===== config.mk =====
export PLATFORM = sky130hd
export DESIGN_NAME = sparse_bitmap_encoder
export DESIGN_NICKNAME = d
export VERILOG_FILES = /design/src/rtl/sparse_bitmap_encoder_pkg.sv /design/src/rtl/sparse_bitmap_encoder.sv
export SDC_FILE = /design/constraint.sdc
export NUM_CORES = 1
export LEC_CHECK = 0
export CORE_ASPECT_RATIO = 0.8
export CORE_UTILIZATION = 25
export DETAILED_ROUTE_END_ITERATION = 16
export SLEW_MARGIN = 0
export SYNTH_ARGS = -nofsm -noshare
export SYNTH_HDL_FRONTEND = slang
export SYNTH_SLANG_ARGS = --single-unit

===== constraint.sdc =====
create_clock -name clk_i -period 2.6 [get_ports clk_i]
set_clock_uncertainty 0.05 [all_clocks]
set_input_delay 0.26 -clock clk_i [delete_from_list [all_inputs] [get_ports clk_i]]
set_output_delay 0.26 -clock clk_i [all_outputs]
set_load 0.02 [all_outputs]

===== src/rtl/sparse_bitmap_encoder_pkg.sv =====
// Shared definitions for the sparse match path.
// PREFIX_SUM_SIZE is the default chunk size; chunk_bitmap_t is the bitmap
// type exchanged with the AND/priority-encode match stage.
package sparse_bitmap_encoder_pkg;

    localparam int unsigned PREFIX_SUM_SIZE = 8;
    localparam int unsigned CHUNK_IDX_W     = $clog2(PREFIX_SUM_SIZE);
    localparam int unsigned CHUNK_CNT_W     = CHUNK_IDX_W + 1;

    typedef logic [PREFIX_SUM_SIZE-1:0] chunk_bitmap_t;

endpackage


===== src/rtl/sparse_bitmap_encoder.sv =====
// Producer side of the sparse match path.
// Consumes a dense element stream and, per chunk, emits a non-zero bitmap
// plus a packed stream of the non-zero values tagged with their in-chunk index.
//
// Ports:
//   clk_i, rst_i                 clock (rising edge), async active-low reset
//   in_valid_i/in_ready_o        dense element handshake
//   in_data_i, in_last_i         element, early chunk close
//   val_valid_o/val_ready_i      packed non-zero value handshake
//   val_data_o, val_idx_o        value and its position in the chunk
//   bm_valid_o/bm_ready_i        bitmap handshake (one-deep output register)
//   bm_o, bm_cnt_o               non-zero bitmap and its popcount
//   sub_chunk_start_o            pulses in the cycle a bitmap handshake completes
module sparse_bitmap_encoder
    import sparse_bitmap_encoder_pkg::*;
#(
    parameter  int unsigned CHUNK_SIZE = PREFIX_SUM_SIZE,
    parameter  int unsigned DATA_W     = 8,
    localparam int unsigned IDX_W      = $clog2(CHUNK_SIZE)
) (
    input  logic                  clk_i,
    input  logic                  rst_i,
    input  logic                  in_valid_i,
    output logic                  in_ready_o,
    input  logic [DATA_W-1:0]     in_data_i,
    input  logic                  in_last_i,
    output logic                  val_valid_o,
    input  logic                  val_ready_i,
    output logic [DATA_W-1:0]     val_data_o,
    output logic [IDX_W-1:0]      val_idx_o,
    output logic                  bm_valid_o,
    input  logic                  bm_ready_i,
    output logic [CHUNK_SIZE-1:0] bm_o,
    output logic [IDX_W:0]        bm_cnt_o,
    output logic                  sub_chunk_start_o
);

    localparam int unsigned CNT_W = IDX_W + 1;
    localparam logic [IDX_W-1:0] LAST_IDX = IDX_W'(CHUNK_SIZE - 1);

    logic [IDX_W-1:0]      idx;
    logic [CHUNK_SIZE-1:0] acc;
    logic [CNT_W-1:0]      nz_cnt;

    logic                  nz;
    logic                  close;
    logic                  acc_en;
    logic [CHUNK_SIZE-1:0] acc_next;
    logic [CNT_W-1:0]      cnt_next;

    always_comb begin
        nz    = (in_data_i != '0);
        close = (idx == LAST_IDX) || in_last_i;
        // Stall only when the value slot cannot drain, or when this element
        // closes a chunk while the previous bitmap is still held.
        in_ready_o = (!val_valid_o || val_ready_i) &&
                     !(close && bm_valid_o && !bm_ready_i);
        acc_en   = in_valid_i && in_ready_o;
        acc_next = acc;
        acc_next[idx] = nz;
        cnt_next = nz_cnt + CNT_W'(nz);
    end

    assign sub_chunk_start_o = bm_valid_o && bm_ready_i;

    // Value output register: reload and handshake may coincide.
    always_ff @(posedge clk_i or negedge rst_i) begin
        if (!rst_i) begin
            val_valid_o <= 1'b0;
            val_data_o  <= '0;
            val_idx_o   <= '0;
        end else if (acc_en && nz) begin
            val_valid_o <= 1'b1;
            val_data_o  <= in_data_i;
            val_idx_o   <= idx;
        end else if (val_ready_i) begin
            val_valid_o <= 1'b0;
        end
    end

    // Chunk accumulator: position, partial bitmap and running popcount.
    always_ff @(posedge clk_i or negedge rst_i) begin
        if (!rst_i) begin
            idx    <= '0;
            acc    <= '0;
            nz_cnt <= '0;
        end else if (acc_en) begin
            if (close) begin
                idx    <= '0;
                acc    <= '0;
                nz_cnt <= '0;
            end else begin
                idx    <= idx + IDX_W'(1);
                acc    <= acc_next;
                nz_cnt <= cnt_next;
            end
        end
    end

    // Bitmap output register: a close in the handshake cycle loads back-to-back.
    always_ff @(posedge clk_i or negedge rst_i) begin
        if (!rst_i) begin
            bm_valid_o <= 1'b0;
            bm_o       <= '0;
            bm_cnt_o   <= '0;
        end else if (acc_en && close) begin
            bm_valid_o <= 1'b1;
            bm_o       <= acc_next;
            bm_cnt_o   <= cnt_next;
        end else if (bm_ready_i) begin
            bm_valid_o <= 1'b0;
        end
    end

endmodule


==> run notes, run 1 <==
Notes on the physical design

The count of clock-net buffers in the final layout is 8. In the log, the iteration count for the first detailed-route pass is 4. The number of instances resized during post-cts repair is 0. The count of H-tree levels built during CTS is 2. The busiest layer in global routing is met1. The library cell used most frequently in the layout, excluding fill and tap cells, is sky130_fd_sc_hd__dfrtp_1. Routing resource usage on met2 recorded by global route was 0.1371.

The flow ran to the end, and the final reports show no timing, DRC or antenna violations. The number of enable-type register cells in the synthesized netlist is 0. The switching part of the total is 0.3249. The final RePlAce weighted congestion is 0.7362.

The tally of max-capacitance violations is 0. The peak ir drop on the vdd network is roughly 0.37 mV. At the floorplan stage, the core utilization is reported as 0.2614. The area taken by multi-input logic gates is between 700 and 800 sq um. The number of port buffers is approximately 40. For this run, design rule violations remaining after detail routing come to 0. The last timing report of the flow puts the setup violation total at 0. The number of hold buffers added after CTS was 0. The clock edge transition at the registers on the reported setup and hold paths is roughly 0.080 ns.

The worst pin sits at a relative slew slack of 0.4004. By instance count after routing, the leading logic cell types are 40 x sky130_fd_sc_hd__dfrtp_1, 39 x sky130_fd_sc_hd__clkdlybuf4s50_1, 24 x sky130_fd_sc_hd__nand2_1. The cell count after synthesis came out at about 170. The final total power is 1.870 mW. The largest stage delay on the critical path is 0.59 ns. The initial antenna violation count is 0. The number of buffers inserted to repair setup after CTS is 0. between 40 and 50 I/O pins were placed. The final antenna diode tally reported by the flow is 0. The sequential fraction of design power is 0.450. In the final routed layout, each cell accounts on average for 12.77 um. The total number of clock tree sinks is 40. STA classifies the critical path startpoint as a flop. The synthesis report lists the most area-consuming cells as sky130_fd_sc_hd__dfrtp_1 55%, sky130_fd_sc_hd__mux2_1 6.8%, sky130_fd_sc_hd__nand2_1 5.0%. The number of cells reported by Yosys stat comes to about 170.

The smallest clock period supported by the final layout is computed as roughly 2.5 ns. Combinational cells consume a total of 0.600 mW. The slack of the worst reg-to-reg path is 0.54 ns. The final non-filler cell area is approximately 2400 sq um. The power report puts the leakage power at roughly 1.1 nW. The finished design was reported to have a net count of ~230. The synthesized net count is 189. Walking the worst path, the cells encountered are ha_1, ha_1, nor2_4, o21a_1, clkdlybuf4s50_1. The via count of the first global-routing pass is ~1300. The proportion of netlist area held by the largest area contributor is 0.5502. In the synthesized netlist the async set-or-reset flop fraction comes to 1.000. The logic share of the area is 0.3168. The placed cell count is approximately 300. The clock network area share is 0.03727. Per the OpenROAD floorplan log, the height of the die is ~78 um. Endpoints failing hold in the final report were tallied at 0. The main kind of combinational logic by area is simple AND/OR/NAND/NOR gates. The multiplexer area fraction after synthesis is 0.08597. After floorplanning, the core was divided into 27 placement rows. The top metal layer carrying routed signals is met4. The number of pins with negative max-slew slack in the final report is 0.

The cell-mix breakdown from Yosys lists the compound-gate area share as 0.1149. The tap cell instance count is between 80 and 90. The detailed router reports a met2 wire length of around 1500 um.

Per the final report, the share of cell area in non-clock buffers is 0.1822. Looking at the area split, the leading class of cells is flip-flops and latches. Looking at the cell usage after synthesis, the top flip-flop cell is sky130_fd_sc_hd__dfrtp_1. The critical path endpoint has a required time of ~2.3 ns.

Per the run report, area growth between synthesis and finish was 32.87%. In this run the power density over the cells is ~770 nW/um^2. Looking at the max-slew report, the worst-margin pin has a slew of about 0.90 ns. The reg-to-reg critical path endpoint is bm_o[7].

The flop and latch count out of synthesis is ~40. In the final layout, the registers with the most flip-flops are acc (8), bm_o (8), val_data_o (8). The wire length on met1 is roughly 2000 um.
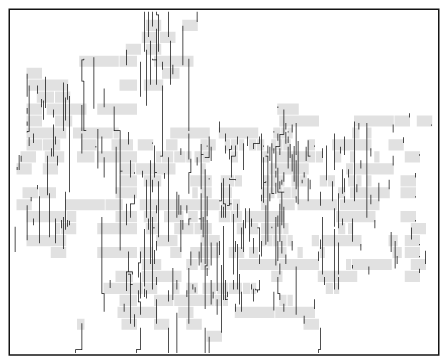
run_1/layer_met2.png
nets with wire on the layer: 185
longest straight run: 27.2 um
share of all routed wire: 39%
wire length on this layer: 1490 um
number of vias after detailed routing: 1372
Total Routed Length: 3856 um

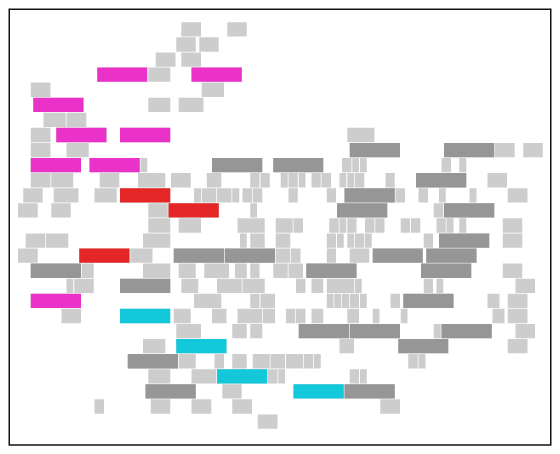
run_1/flops_by_reg.png
Other sequential cells in the stronger grey, the rest of the logic in the fainter grey.
| colour | name in the netlist | sequential cells |
|---|---|---|
| cyan | `nz_cnt` | 4 |
| magenta | `val_data_o` | 8 |
| red | `val_idx_o` | 3 |
not coloured: 25
power dissipated in sequential cells: 0.842 mW
register fraction of the total cell area: 0.4141
final core area utilization: 0.3474
register area: 1001 sq um

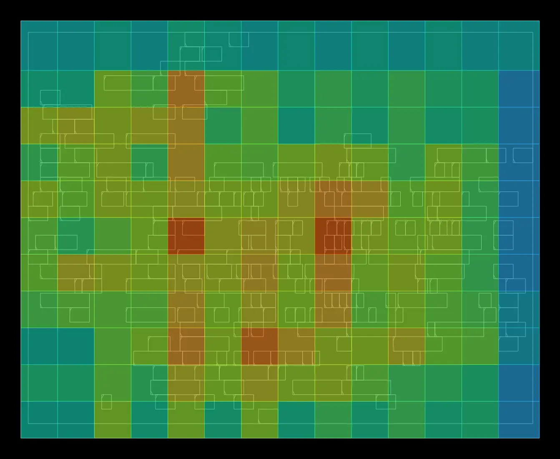
run_1/congestion.png
met3 usage in global routing: 0.04007
gr usage total: 0.1074

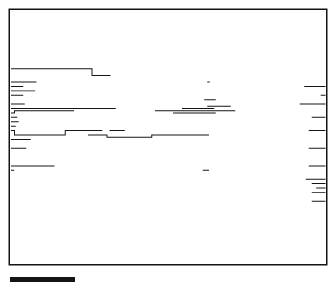
run_1/layer_met3.png
Scale bar: 20 um.
wire length on this layer: 324 um
nets with wire on the layer: 34

==> inputs of run 2 (changes only) <==
--- a/config.mk
+++ b/config.mk
@@ -7,6 +7,7 @@
 export LEC_CHECK = 0
 export CORE_ASPECT_RATIO = 0.8
 export CORE_UTILIZATION = 25
+export CTS_CLUSTER_SIZE = 12
 export DETAILED_ROUTE_END_ITERATION = 16
 export SLEW_MARGIN = 0
 export SYNTH_ARGS = -nofsm -noshare
==> constraint.sdc (replaced) <==
create_clock -name clk_i -period 2.6 [get_ports clk_i]
set_clock_uncertainty 0.05 [all_clocks]
set_input_delay 0.52 -clock clk_i [delete_from_list [all_inputs] [get_ports clk_i]]
set_output_delay 0.52 -clock clk_i [all_outputs]
set_load 0.02 [all_outputs]
==> run notes, run 2 <==
Notes on the physical design

The flow ran to the end, and the final reports show no timing, DRC or antenna violations. Yosys reported a register bit count of ~40. The initial utilization of the core area, before any placement, comes to 0.2614. The clock network area share is 0.03921. For reference, the final report shows the max-slew violation count at 0.

The sequential power reported by the tool is ~0.83 mW. The placed cell count is roughly 300. The worst slew margin relative to its limit is 0.4013. For this run, the slowest stage of the critical path takes about 0.6 ns. The total number of clock tree sinks is about 40. The report lists the power per cell area as roughly 780 nW/um^2. Per the timing report, the most critical flop-to-flop path originates at idx[0]. The multiplexer area fraction after synthesis is 0.08597.

The floorplan report gives the top-level pin count as about 40. The tally of max-capacitance violations is 0. In this run, post-CTS repair resized a total of 0 instances. The number of port buffers is around 40.

The final non-filler cell area is 2457 sq um. The most numerous cell in the Yosys netlist is sky130_fd_sc_hd__dfrtp_1. The clock edge transition at the registers on the reported setup and hold paths is around 0.08 ns.

The final hold violation count is 0. Per the cell usage report, the commonest logic cells after layout are 39 x sky130_fd_sc_hd__dfrtp_1, 39 x sky130_fd_sc_hd__clkdlybuf4s50_1, 24 x sky130_fd_sc_hd__nand2_1. Synthesis produced a netlist with a net count of 189. The simple-gate share of the synthesized area is 0.1802. The overall via count from detail_route is about 1400. Per the Yosys statistics, synthesis produced between 150 and 200 cells. The post-detailed-routing wire length is 3931 um.

The number of buffers added to fix hold violations after cts is 0. The signal on the critical path passes through ha_1, ha_1, nor2_2, o21a_1, clkdlybuf4s50_1. The detailed router put a total of 2061 um of wire on met1.

The global-route track usage on met2 is 0.1587. The row count is 27. The tap cell instance count is 87. Of the combinational cells, the family taking the most area is simple AND/OR/NAND/NOR gates. The slack of the worst reg-to-reg path is ~0.72 ns.

The switching part of the total is 0.3208. The capture point of the worst register-to-register path is recorded as val_idx_o[0]. The busiest layer in global routing is met1. Registers take roughly 1000 sq um. The pin closest to its max-slew limit shows a slew of between 0.8 and 0.9 ns. The initial antenna violation count came to 0.

For reference, the top cells by area after synthesis are sky130_fd_sc_hd__dfrtp_1 55%, sky130_fd_sc_hd__mux2_1 6.8%, sky130_fd_sc_hd__nand2_1 5.0%. In the placement report, post-DP HPWL is listed as 2846 um. Counting flops with a built-in enable in the synthesized netlist gives 0. The count of H-tree levels built during CTS is 2. The area added between synthesis and finish is 35.08%. In the synthesized netlist the async set-or-reset flop fraction comes to 1.000. Summing all multi-input logic gate instances after layout gives 760.7 sq um.

The number of buffers inserted to repair setup after CTS is 0. The count of inserted antenna diode cells is 0. For this run, the post-layout net count is ~240.

The power in combinational cells is between 0.6 and 0.7 mW. Signal routing reaches up to met4. Per the detail_route log, met2 wirelength is 1516 um.

The clock tree from TritonCTS is built. The all-layer global routing usage is 0.1156. The startpoint class of the critical path is a flop.

Of all the cell area in the finished design, non-clock buffers hold 0.1945. The synthesized instance count is approximately 170. The final timing report derives a shortest allowable period of between 2 and 2.5 ns. The most used flip-flop cell after synthesis is sky130_fd_sc_hd__dfrtp_1.

The largest fanout on the critical path is 2. In this run the vertical extent of the chip is just under 80 um. The most area-hungry cell class in the final design is flip-flops and latches. The via count of the first global-routing pass is approximately 1400. Note that the worst hold path type here is in2async. The required time reported for the critical path endpoint is 2.03 ns. The compound-cell area share of the yosys netlist is 0.1149. The final RePlAce weighted congestion is approximately 0.74. The leakage power summed over all cells is 1.076 nW. The number of failing setup endpoints in the final timing report is 0.

The final setup TNS is 0 ns. Of the total power, registers draw 0.434. The proportion of netlist area held by the largest area contributor is 0.5502. In the routed design, unresolved DRC markers number 0. The number of search-and-repair iterations in the first detailed-routing pass is 4.
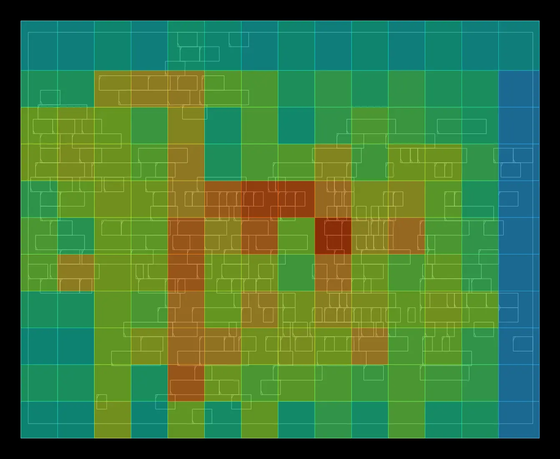
run_2/congestion.png
met3 usage in global routing: 0.04274
final core area utilization: 0.3531
average wire per cell in the routed design: 12.85 um
fraction of met1 tracks used by global routing: 0.1666

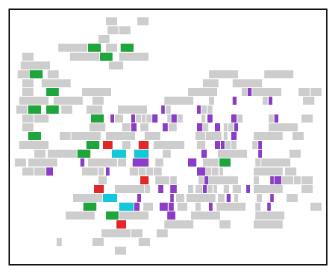
run_2/logic_types.png
| colour | family | cells | most used |
|---|---|---|---|
| green | multiplexers | 14 | mux2_1 |
| cyan | adder and majority cells | 4 | ha_1 |
| red | AND-OR and OR-AND gates | 5 | a22o_1 |
| purple | NAND gates | 46 | nand2_1 |
proportion of cell area occupied by multi-input gates: 0.3096
Cell Count, Final, Fillers Out: 306

Power and IR drop assume default switching activity.
